[config.mk]
export PLATFORM = sky130hd
export DESIGN_NAME = gate_bist_controller
export DESIGN_NICKNAME = d
export VERILOG_FILES = /design/src/rtl/gate_bist_pkg.sv /design/src/rtl/bist_misr.sv /design/src/rtl/gate_bist_controller.sv
export SDC_FILE = /design/constraint.sdc
export NUM_CORES = 1
export LEC_CHECK = 0
export CAP_MARGIN = 20
export CORE_ASPECT_RATIO = 1.2
export CORE_UTILIZATION = 40
export DETAILED_ROUTE_END_ITERATION = 12
export PLACE_DENSITY = 0.76
export SLEW_MARGIN = 0
export SYNTH_ARGS = -nofsm -noshare
export SYNTH_HDL_FRONTEND = slang
export SYNTH_SLANG_ARGS = --single-unit
[constraint.sdc]
create_clock -name clk -period 7.3 [get_ports clk]
set_input_delay 1.46 -clock clk [delete_from_list [all_inputs] [get_ports clk]]
set_output_delay 1.46 -clock clk [all_outputs]
set_load 0.05 [all_outputs]
[src/rtl/gate_bist_pkg.sv]
// Shared types and constants for the gate-model BIST controller.
// The LFSR and MISR taps are fixed for the 18-in/10-out gate library footprint.
package gate_bist_pkg;

  localparam int DEF_IN_W  = 18;
  localparam int DEF_OUT_W = 10;
  localparam int DEF_CNT_W = 16;

  // x^18 + x^11 + 1 and x^10 + x^7 + 1, expressed as register bit taps.
  localparam int LFSR_TAP_HI = 17;
  localparam int LFSR_TAP_LO = 10;
  localparam int MISR_TAP_HI = 9;
  localparam int MISR_TAP_LO = 6;

  typedef enum logic [1:0] {IDLE, INIT, RUN, DONE} state_t;

endpackage

[src/rtl/bist_misr.sv]
// Multiple-input signature register that compacts the gate model's response.
// A clear takes priority over an update so that a run always starts from zero.
module bist_misr
  import gate_bist_pkg::*;
#(
  parameter int OUT_W = DEF_OUT_W
) (
  input  logic             clk,
  input  logic             rst_n,
  input  logic             clear,
  input  logic             enable,
  input  logic [OUT_W-1:0] data,
  output logic [OUT_W-1:0] sig
);

  always_ff @(posedge clk or negedge rst_n) begin
    if (!rst_n)
      sig <= '0;
    else if (clear)
      sig <= '0;
    else if (enable)
      sig <= {sig[OUT_W-2:0], sig[MISR_TAP_HI] ^ sig[MISR_TAP_LO]} ^ data;
  end

endmodule

[src/rtl/gate_bist_controller.sv]
// BIST driver for one combinational gate model: LFSR stimulus, MISR compaction
// and a golden-signature compare, started and observed by the lab controller.
module gate_bist_controller
  import gate_bist_pkg::*;
#(
  parameter int IN_W  = DEF_IN_W,
  parameter int OUT_W = DEF_OUT_W,
  parameter int CNT_W = DEF_CNT_W
) (
  input  logic             clk,
  input  logic             rst_n,
  input  logic             start,
  input  logic             abort,
  input  logic [IN_W-1:0]  seed,
  input  logic [CNT_W-1:0] pat_count,
  input  logic [OUT_W-1:0] golden,
  output logic [IN_W-1:0]  dut_in,
  input  logic [OUT_W-1:0] dut_out,
  output logic             busy,
  output logic             done,
  output logic [OUT_W-1:0] signature,
  output logic             pass
);

  state_t           state, next_state;
  logic [IN_W-1:0]  lfsr;
  logic [CNT_W-1:0] cnt;
  logic [CNT_W-1:0] pat_cnt_q;
  logic [OUT_W-1:0] golden_q;
  logic             last_pat;
  logic             load;
  logic             step;
  logic             misr_clr;

  assign last_pat = (cnt == pat_cnt_q - 1'b1);

  always_ff @(posedge clk or negedge rst_n) begin
    if (!rst_n)
      state <= IDLE;
    else
      state <= next_state;
  end

  always_comb begin
    next_state = state;
    if (abort)
      next_state = IDLE;
    else begin
      case (state)
        IDLE:    if (start) next_state = INIT;
        INIT:    next_state = (pat_count == '0) ? DONE : RUN;
        RUN:     if (last_pat) next_state = DONE;
        DONE:    if (start) next_state = INIT;
        default: next_state = IDLE;
      endcase
    end
  end

  always_comb begin
    busy     = (state == INIT) || (state == RUN);
    done     = (state == DONE);
    load     = (state == INIT) && !abort;
    step     = (state == RUN) && !abort;
    misr_clr = (state == INIT) || abort;
  end

  // The LFSR holds on the final update so dut_in keeps the last applied pattern in DONE.
  always_ff @(posedge clk or negedge rst_n) begin
    if (!rst_n) begin
      lfsr      <= '0;
      cnt       <= '0;
      pat_cnt_q <= '0;
      golden_q  <= '0;
    end else if (abort) begin
      cnt <= '0;
    end else if (load) begin
      lfsr      <= (seed == '0) ? {{(IN_W-1){1'b0}}, 1'b1} : seed;
      cnt       <= '0;
      pat_cnt_q <= pat_count;
      golden_q  <= golden;
    end else if (step) begin
      cnt <= cnt + 1'b1;
      if (!last_pat)
        lfsr <= {lfsr[IN_W-2:0], lfsr[LFSR_TAP_HI] ^ lfsr[LFSR_TAP_LO]};
    end
  end

  bist_misr #(.OUT_W(OUT_W)) u_misr (
    .clk    (clk),
    .rst_n  (rst_n),
    .clear  (misr_clr),
    .enable (step),
    .data   (dut_out),
    .sig    (signature)
  );

  assign dut_in = lfsr;
  assign pass   = done && (signature == golden_q);

endmodule

zoom.png
Window x 33 to 63, y 19 to 49 um. Cells in grey, sequential cells in the stronger grey; small squares are vias.
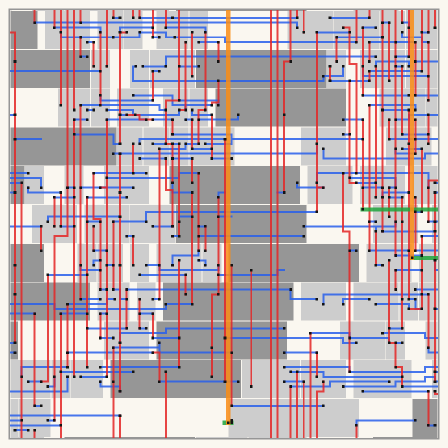
layer	colour
met2	red
met3	green
met1	blue
met4	orange
netlist names of flops here include	cnt (9)
cells with their middle in the window	71
sequential cells in the window	11
most frequent	xor2_1 (12), dfrtp_1 (11), nor2_1 (10)

gate_families.png
Scale: 4 px per um.
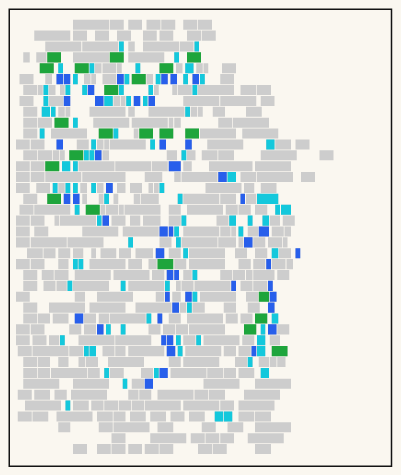
family	colour	cells	most used
NAND gates	blue	48	nand3_1
AND-OR and OR-AND gates	green	22	o311a_1
NOR gates	cyan	88	nor2_1
most common cell after layout, fill and taps aside: clkdlybuf4s50_1
post-layout instance count excluding filler cells: 642
logic share of the area: 39.7%

## cell type report
class | count | area, sq um
fillers | 823 | 4640
multi-input cells | 311 | 2150
clock inverters | 6 | 83.8
inverters | 26 | 97.6
well taps | 126 | 158
repair buffers | 91 | 898
clock buffers | 10 | 229
flip-flops and latches | 72 | 1800
## through the flow
stage	util, %	cells	area (sq um)	worst slack (ns)
6_report	53.9	642	5420	3.25
5_1_grt	53.9	642	5420	3.05
4_1_cts	53.9	642	5420	3.30
3_5_place_dp	50.8	626	5110	2.93
3_3_place_gp	50.8	626	5110	3.00
2_1_floorplan	-	437	4170	3.78
## critical path, delay by kind of cell
family,cells,cell delay (ns)
buf+inv,1,1.04
compound gates,1,0.27
simple gates,4,1.29
xor+xnor,1,0.15
==> impl_metrics.py <==
# Flow results
metrics = {
    "run_status": {
        "outcome": "finished clean",
    },
    "final_timing": {
        "setup_viol_count_final": 0,
        "slew_violations": 0,
        "slew_headroom_pct": 28.7,
        "clock.fmax_mhz": 247,
        "fin_crit_sh_pct": 55.5,
    },
    "worst_setup_path": {
        "regToRegSetupSlack_ns": 3.75,
        "setup.worst_path.end": "cnt[15]",
    },
    "synthesis": {
        "post_synth_and_or_nand_nor_area_fraction_pct": 17.0,
        "flip_flops_with_a_built_in_enable": 0,
    },
    "clock_tree": {
        "post_cts_resize_count": 0,
        "root_buffer": "clkbuf_16",
    },
    "routing": {
        "drc": 0,
        "post_drt_via_cell_ratio": 5.47,
        "topRoutingLayerUsed": "met4",
    },
    "grt": {
        "global_route_wire_length_before_repair_um": 16600,
        "grt_max_degree": 73,
        "met1_usage_pct": 24.6,
    },
    "final_layout": {
        "area_growth_syn_to_layout_pct": 29.9,
        "drive_gt1_share_pct": 9.88,
    },
    "floorplanning": {
        "core_region_area_sq_um": 10100,
    },
    "worst_hold_path": {
        "cell_depth_of_the_worst_hold_path": 1,
    },
}
